$ cat src/rtl/mem_pkg.sv
// -----------------------------------------------------------------------------
// mem_pkg
// Shared definitions for the main-memory port arbiter.
//   MEM_ADDR_W / MEM_DATA_W : memory word address and data widths
//   state_e                 : access sequencer states
//   owner_e                 : which requester owns the current access
// -----------------------------------------------------------------------------
package mem_pkg;

   localparam int MEM_ADDR_W = 18;
   localparam int MEM_DATA_W = 32;

   typedef enum logic [1:0] {
      IDLE   = 2'd0,
      ACCESS = 2'd1,
      RESP   = 2'd2
   } state_e;

   typedef enum logic {
      OWN_IF = 1'b0,
      OWN_DM = 1'b1
   } owner_e;

endpackage

$ cat src/rtl/mem_port_arbiter_arb2_grant.sv
// -----------------------------------------------------------------------------
// arb2_grant
// Two-input combinational grant logic for the memory arbiter.
// Build option: MEM_ARB_RR_EN selects round-robin on contention (the port that
// did not win last time wins); otherwise DM has fixed priority over IF.
// Ports:
//   en_i        : grants allowed (sequencer idle)
//   if_req_i    : fetch request
//   dm_req_i    : data request
//   last_win_i  : previous grant owner (MEM_ARB_RR_EN builds only)
//   if_gnt_o    : fetch grant, at most one grant high
//   dm_gnt_o    : data grant
// -----------------------------------------------------------------------------
module arb2_grant
   import mem_pkg::*;
(
   input  logic   en_i,
   input  logic   if_req_i,
   input  logic   dm_req_i,
`ifdef MEM_ARB_RR_EN
   input  owner_e last_win_i,
`endif
   output logic   if_gnt_o,
   output logic   dm_gnt_o
);

   always_comb begin
      if_gnt_o = 1'b0;
      dm_gnt_o = 1'b0;
      if (en_i) begin
`ifdef MEM_ARB_RR_EN
         if (if_req_i && dm_req_i) begin
            // Contention: hand the grant to whoever lost last time.
            if (last_win_i == OWN_DM) if_gnt_o = 1'b1;
            else                      dm_gnt_o = 1'b1;
         end else begin
            if_gnt_o = if_req_i;
            dm_gnt_o = dm_req_i;
         end
`else
         dm_gnt_o = dm_req_i;
         if_gnt_o = if_req_i & ~dm_req_i;
`endif
      end
   end

endmodule

$ cat src/rtl/mem_port_arbiter.sv
// -----------------------------------------------------------------------------
// mem_port_arbiter
// Shares one single-port main memory between the instruction-fetch (IF) and
// data (DM) requesters. A granted access holds address/strobe for
// ACCESS_CYCLES cycles, captures read data on the last cycle, then pulses the
// owner's rvalid for one cycle (RESP) before returning to IDLE.
// Build option: MEM_ARB_RR_EN enables round-robin arbitration with a
// last-winner flag; default is fixed DM-over-IF priority.
// Ports:
//   clk, rst_n                    : clock, async active-low reset
//   if_req/if_addr                : fetch read request (held until if_gnt)
//   if_gnt/if_rvalid/if_rdata     : fetch grant, response pulse, fetched word
//   dm_req/dm_we/dm_addr/dm_wdata : data request (held until dm_gnt)
//   dm_gnt/dm_rvalid/dm_rdata     : data grant, completion pulse, load data
//   mem_*                         : memory address/data/strobes
// Handshake: a requester holds req and its payload stable until gnt; the
// grant is combinational in IDLE and the payload is registered on that edge.
// -----------------------------------------------------------------------------
module mem_port_arbiter
   import mem_pkg::*;
#(
   parameter int ADDR_W        = MEM_ADDR_W,
   parameter int DATA_W        = MEM_DATA_W,
   parameter int ACCESS_CYCLES = 2
)(
   input  logic              clk,
   input  logic              rst_n,
   input  logic              if_req,
   input  logic [ADDR_W-1:0] if_addr,
   output logic              if_gnt,
   output logic              if_rvalid,
   output logic [DATA_W-1:0] if_rdata,
   input  logic              dm_req,
   input  logic              dm_we,
   input  logic [ADDR_W-1:0] dm_addr,
   input  logic [DATA_W-1:0] dm_wdata,
   output logic              dm_gnt,
   output logic              dm_rvalid,
   output logic [DATA_W-1:0] dm_rdata,
   output logic [ADDR_W-1:0] mem_address,
   output logic [DATA_W-1:0] mem_write_data,
   output logic              mem_read,
   output logic              mem_write,
   input  logic [DATA_W-1:0] mem_read_data
);

   localparam int CNT_W = $clog2(ACCESS_CYCLES + 1);
   localparam logic [CNT_W-1:0] CNT_LAST = CNT_W'(ACCESS_CYCLES - 1);

   state_e              state_q;
   owner_e              owner_q;
   logic [CNT_W-1:0]    cnt_q;
   logic [ADDR_W-1:0]   addr_q;
   logic [DATA_W-1:0]   wdata_q;
   logic                mem_read_q;
   logic                mem_write_q;
   logic                if_rvalid_q;
   logic                dm_rvalid_q;
   logic [DATA_W-1:0]   if_rdata_q;
   logic [DATA_W-1:0]   dm_rdata_q;
`ifdef MEM_ARB_RR_EN
   owner_e              last_win_q;
`endif

   arb2_grant u_arb2_grant (
      .en_i       (state_q == IDLE),
      .if_req_i   (if_req),
      .dm_req_i   (dm_req),
`ifdef MEM_ARB_RR_EN
      .last_win_i (last_win_q),
`endif
      .if_gnt_o   (if_gnt),
      .dm_gnt_o   (dm_gnt)
   );

   always_ff @(posedge clk or negedge rst_n) begin
      if (!rst_n) begin
         state_q     <= IDLE;
         owner_q     <= OWN_IF;
         cnt_q       <= '0;
         addr_q      <= '0;
         wdata_q     <= '0;
         mem_read_q  <= 1'b0;
         mem_write_q <= 1'b0;
         if_rvalid_q <= 1'b0;
         dm_rvalid_q <= 1'b0;
         if_rdata_q  <= '0;
         dm_rdata_q  <= '0;
`ifdef MEM_ARB_RR_EN
         last_win_q  <= OWN_IF;
`endif
      end else begin
         // rvalid is a one-cycle pulse; only the ACCESS->RESP edge sets it.
         if_rvalid_q <= 1'b0;
         dm_rvalid_q <= 1'b0;
         case (state_q)
            IDLE: begin
               if (dm_gnt || if_gnt) begin
                  owner_q     <= dm_gnt ? OWN_DM : OWN_IF;
                  addr_q      <= dm_gnt ? dm_addr : if_addr;
                  if (dm_gnt) wdata_q <= dm_wdata;
                  // Strobes are registered so they rise together with the
                  // registered address at the start of ACCESS.
                  mem_write_q <= dm_gnt & dm_we;
                  mem_read_q  <= ~(dm_gnt & dm_we);
                  cnt_q       <= '0;
                  state_q     <= ACCESS;
`ifdef MEM_ARB_RR_EN
                  last_win_q  <= dm_gnt ? OWN_DM : OWN_IF;
`endif
               end
            end
            ACCESS: begin
               if (cnt_q == CNT_LAST) begin
                  mem_read_q  <= 1'b0;
                  mem_write_q <= 1'b0;
                  cnt_q       <= '0;
                  state_q     <= RESP;
                  if (owner_q == OWN_DM) begin
                     dm_rvalid_q <= 1'b1;
                     // A write completion reports zero load data.
                     dm_rdata_q  <= mem_write_q ? '0 : mem_read_data;
                  end else begin
                     if_rvalid_q <= 1'b1;
                     if_rdata_q  <= mem_read_data;
                  end
               end else begin
                  cnt_q <= cnt_q + CNT_W'(1);
               end
            end
            RESP: begin
               state_q <= IDLE;
            end
            default: begin
               state_q <= IDLE;
            end
         endcase
      end
   end

   assign mem_address    = addr_q;
   assign mem_write_data = wdata_q;
   assign mem_read       = mem_read_q;
   assign mem_write      = mem_write_q;
   assign if_rvalid      = if_rvalid_q;
   assign dm_rvalid      = dm_rvalid_q;
   assign if_rdata       = if_rdata_q;
   assign dm_rdata       = dm_rdata_q;

endmodule
$ cat config.mk
export PLATFORM = sky130hd
export DESIGN_NAME = mem_port_arbiter
export DESIGN_NICKNAME = d
export VERILOG_FILES = /design/src/rtl/mem_pkg.sv /design/src/rtl/mem_port_arbiter_arb2_grant.sv /design/src/rtl/mem_port_arbiter.sv
export SDC_FILE = /design/constraint.sdc
export NUM_CORES = 1
export LEC_CHECK = 0
export ABC_AREA = 0
export CAP_MARGIN = 40
export CELL_PAD_IN_SITES_DETAIL_PLACEMENT = 1
export CELL_PAD_IN_SITES_GLOBAL_PLACEMENT = 1
export CORE_MARGIN = 5
export CORE_UTILIZATION = 37
export CTS_BUF_LIST = sky130_fd_sc_hd__clkbuf_4
export DETAILED_ROUTE_END_ITERATION = 7
export PLACE_DENSITY = 0.9
export SETUP_SLACK_MARGIN = 0.02
export SYNTH_ARGS = -nofsm -noshare
export SYNTH_HDL_FRONTEND = slang
export SYNTH_HIERARCHICAL = 1
export SYNTH_SLANG_ARGS = --single-unit
$ cat constraint.sdc
create_clock -name clk -period 5 [get_ports clk]
set_input_delay 1 -clock clk [delete_from_list [all_inputs] [get_ports clk]]
set_output_delay 1 -clock clk [all_outputs]
set_load 0.02 [all_outputs]
### Clock distribution, run 1

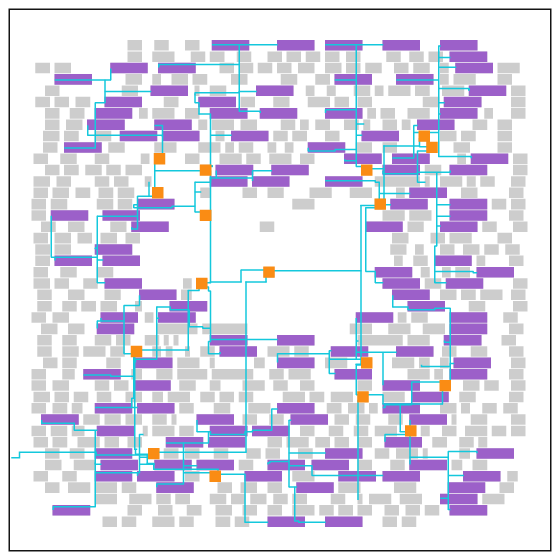
Cyan is clock wires, length 1580 µm. Orange is clock drivers, count 17. Purple is flip-flops, count 123.
There are 18 routed clock nets.
clk latency late pin: 0.50 ns
Clock Power Share: 12.7%
clock group power: 690 µW
Worst Clk Skew: 0.0124 ns

### Placed cells, one color a class, run 1

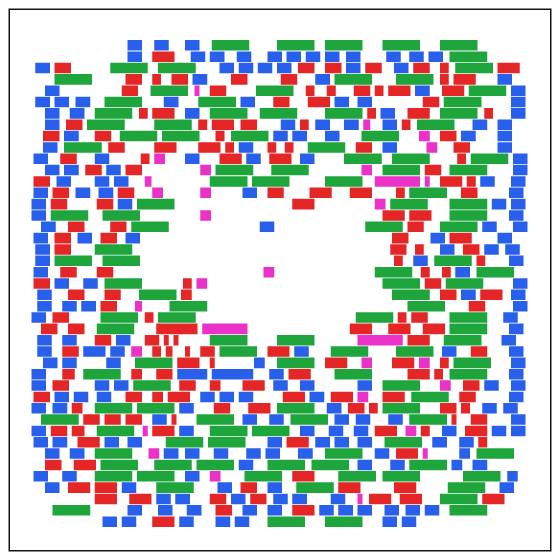
Green is flops, cells 123, share of their area 40%. Red is combinational and other logic, cells 186, share of their area 27%. Magenta is clock drivers and dummy loads, cells 30, share of their area 3.4%. Blue is other buffers and delay cells, cells 230, share of their area 30%.
utilization after layout: 57.1%
sequential fraction of total cell area: 38.7%
Cell Rows: 43

==> impl_metrics.env, run 1 <==
# physical design summary
export IMPL_fin_crit_ns=3.65
export IMPL_finalHoldViolCount=0
export IMPL_worstPathArrival_ns=2.65
export IMPL_vias=3524
export IMPL_syn2layout_area_growth_pct=50.7
export IMPL_common_cells="dfrtp_1, mux2_4, mux2_1"
export IMPL_status="complete, no violations"
export IMPL_tns_ns=0
export IMPL_drv_cap=0
export IMPL_gp_congestion=0.757
export IMPL_yosysSeqAreaShare_pct=58.2
export IMPL_viasPerCell=4.70
export IMPL_logic_area_um2=2060
export IMPL_yosysTopAreaCell="dfrtp_1"
export IMPL_cts_tree="built"
export IMPL_crit_path_max_fanout=21
export IMPL_grt_overflow=0
export IMPL_top_cell_area_share_pct=58.2
export IMPL_setup_viol=0
export IMPL_route_met2_wl_um=8020
export IMPL_hold_class="input port to async pin"
export IMPL_crit_path_end_kind="output pin"
export IMPL_ctsHoldBuffers=0
export IMPL_lay_top_count="clkdlybuf4s50_1"
export IMPL_nMultiInputCombCells=183
export IMPL_critPathRequiredTime_ns=4.00
export IMPL_power_leader="combinational cells"
export IMPL_path_cells="clkdlybuf4s50_1, and2_2, clkdlybuf4s50_1"
export IMPL_grt_pass1_wl_um=22900
export IMPL_synth_cells=326
export IMPL_clk_share_pct=3.35
export IMPL_gr_usage_met2_pct=33.0
export IMPL_rr_worst_depth=5
export IMPL_rsz0062_at_grt="no"
export IMPL_synth_xor_area_share_pct=0
export IMPL_synth_async_sr_flop_share_pct=100
export IMPL_fin_ws_ns=1.35
export IMPL_p_seq_share_pct=33.2
export IMPL_wl_met3_um=1040
export IMPL_cp_num_buf_inv=2
export IMPL_n_all_inverters=3
export IMPL_final_cell_mix="clkdlybuf4s50_1, dfrtp_1, mux2_4"
export IMPL_rrSetupSlack_ns=2.59
export IMPL_fp_util_pct=37.9
export IMPL_crit_start="dm_req"
export IMPL_avgSynthCellArea_um2=16.2
### Clock nets, run 1

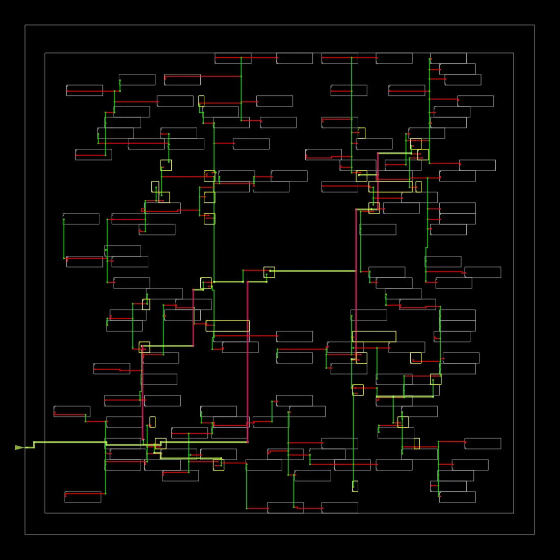
clk sinks: 123
seq_cells: 123

### Sequential cells grouped by signal name, run 1

Bar = 50 µm.
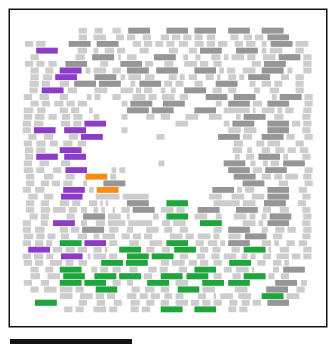

==> inputs of run 2 (changes only) <==
--- a/config.mk
+++ b/config.mk
@@ -10,10 +10,10 @@
 export CELL_PAD_IN_SITES_DETAIL_PLACEMENT = 1
 export CELL_PAD_IN_SITES_GLOBAL_PLACEMENT = 1
 export CORE_MARGIN = 5
-export CORE_UTILIZATION = 37
+export CORE_UTILIZATION = 35
 export CTS_BUF_LIST = sky130_fd_sc_hd__clkbuf_4
 export DETAILED_ROUTE_END_ITERATION = 7
-export PLACE_DENSITY = 0.9
+export PLACE_DENSITY = 0.86
 export SETUP_SLACK_MARGIN = 0.02
 export SYNTH_ARGS = -nofsm -noshare
 export SYNTH_HDL_FRONTEND = slang
==> constraint.sdc (replaced) <==
create_clock -name clk -period 3.75 [get_ports clk]
set_input_delay 0.75 -clock clk [delete_from_list [all_inputs] [get_ports clk]]
set_output_delay 0.75 -clock clk [all_outputs]
set_load 0.02 [all_outputs]
### Sequential cells grouped by signal name, run 2

Bar = 50 µm.
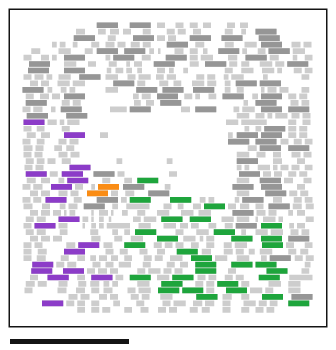
Purple is `mem_address`, flops 18. Orange is `cnt_q`, flops 2. Green is `mem_write_data`, flops 32.
Another 71 sequential cells are not colored.
Seq. pwr: 2.40 mW
utilization after layout: 53.1%

==> run 2 against run 1 <==
  * Register-to-register slack got worse by 1.2 ns
  * Via count increased by 0.45%
  * Largest cell class unchanged
  * Die area increased by 5.3%
  * Largest power group unchanged
  * Clock power increased by 22%
  * Worst hold slack improved by 0.22 ns
  * Total power increased by 32%
  * Critical endpoint is now if_gnt
  * Utilization decreased by 4.0 points
  * Combinational power increased by 33%
  * Sequential power increased by 33%
  * Synthesized cell count unchanged
==> impl_metrics.env, run 2 <==
# physical design summary
export IMPL_yosysTopAreaCell="dfrtp_1"
export IMPL_clk_power_uw=844
export IMPL_seq_cell_count=123
export IMPL_finClkSkew_ns=0.0138
export IMPL_synth_xor_area_share_pct=0
export IMPL_status="complete, no violations"
export IMPL_fin_crit_ns=2.84
export IMPL_logic_area_um2=2060
export IMPL_grt_pass1_wl_um=23700
export IMPL_path_cells="clkdlybuf4s50_1, and3b_1, clkdlybuf4s50_1"
export IMPL_clk_latency_ns=0.52
export IMPL_gp_congestion=0.727
export IMPL_final_cell_mix="clkdlybuf4s50_1, dfrtp_1, mux2_4"
export IMPL_rsz0062_at_grt="no"
export IMPL_common_cells="dfrtp_1, mux2_4, mux2_1"
export IMPL_finalHoldViolCount=0
export IMPL_grt_overflow=0
export IMPL_worstPathArrival_ns=2.09
export IMPL_n_all_inverters=3
export IMPL_nMultiInputCombCells=183
export IMPL_setup_viol=0
export IMPL_syn2layout_area_growth_pct=51.2
export IMPL_tns_ns=0
### Clock distribution, run 2

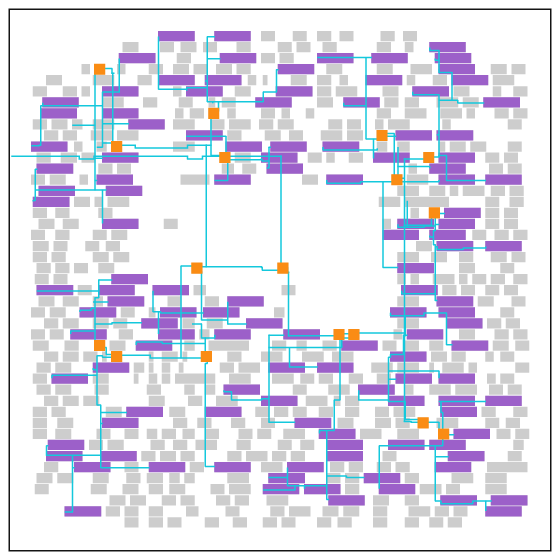

==> inputs of run 3 (changes only) <==
==> constraint.sdc (replaced) <==
create_clock -name clk -period 2.9 [get_ports clk]
set_input_delay 0.58 -clock clk [delete_from_list [all_inputs] [get_ports clk]]
set_output_delay 0.58 -clock clk [all_outputs]
set_load 0.02 [all_outputs]
### Clock distribution, run 3

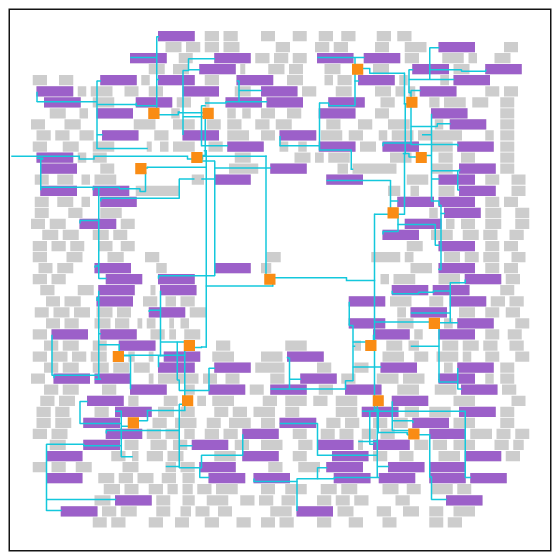
Purple is flip-flops, count 123. Orange is clock drivers, count 17. Cyan is clock wires, length 1650 µm.
Position of the flops: spread over the die.
Worst Clk Skew: 0.0151 ns
Clock Power Share: 13.2%
clk latency late pin: 0.51 ns
clock group power: 1.24 mW

==> run 3 against run 2 <==
  * Synthesized cell count did not move
  * Clock power grew 47%
  * Die area is the same
  * Design area grew 0.36%
  * Utilization rose by 0.19 points
  * Combinational power grew 29%
  * Worst hold slack gained 0.0024 ns
  * Critical path depth stayed put
  * Sequential power increased by about 30%
  * Via count rose by 0.25%
  * Count of clock-buffer cells in the layout is 1 higher
  * Sequential share of layout area decreased by 0.14 points
==> impl_metrics.env, run 3 <==
# physical design summary
export IMPL_fp_util_pct=35.2
export IMPL_n_antenna_cell=0
export IMPL_tns_ns=0
export IMPL_logic_area_um2=2060
export IMPL_grt_overflow=0
export IMPL_dp_hpwl_um=11400
export IMPL_fin_crit_ns=2.59
export IMPL_synth_xor_area_share_pct=0
export IMPL_gp_congestion=0.720
export IMPL_seq_cell_count=123
export IMPL_p_seq_share_pct=33.0
export IMPL_worstMarginPinSlew_ns=0.644
export IMPL_setup_viol=0
export IMPL_clk_pin_slew_ns=0.11
export IMPL_cts_setup_buffers=0
export IMPL_worstPathArrival_ns=2.01
export IMPL_rsz0062_at_grt="no"
export IMPL_sw_frac_of_total_pct=36.8
export IMPL_yosysTopAreaCell="dfrtp_1"
export IMPL_rr_worst_depth=5
export IMPL_drt_met1_wl_um=5740
export IMPL_nMultiInputCombCells=183
export IMPL_yosysMostFrequentCell="dfrtp_1"
export IMPL_syn2layout_area_growth_pct=51.7
export IMPL_clock_fmax_ghz=0.385
export IMPL_ioPinCount=225
export IMPL_n_all_inverters=3
export IMPL_final_antenna_net_count=0
export IMPL_nNetsFinal=666
export IMPL_antenna_found_initial=0
export IMPL_wl_met3_um=984
export IMPL_final_cell_mix="clkdlybuf4s50_1, dfrtp_1, mux2_4"
export IMPL_seq_cell_power_mw=3.11
export IMPL_synth_edff_count=0
export IMPL_finalHoldViolCount=0
export IMPL_drc_errors=0
export IMPL_pre_cts_slack_ns=0.455
export IMPL_fin_util_pct=53.3
export IMPL_synth_async_sr_flop_share_pct=100
export IMPL_path_cells="nor2_2, and2_2, clkdlybuf4s50_1"
export IMPL_grt_pass1_wl_um=23600
export IMPL_common_cells="dfrtp_1, mux2_4, mux2_1"
export IMPL_top_layer="met4"
export IMPL_route_met2_wl_um=7770
export IMPL_status="complete, no violations"
export IMPL_cts_resized=0
Power and IR drop assume default switching activity.
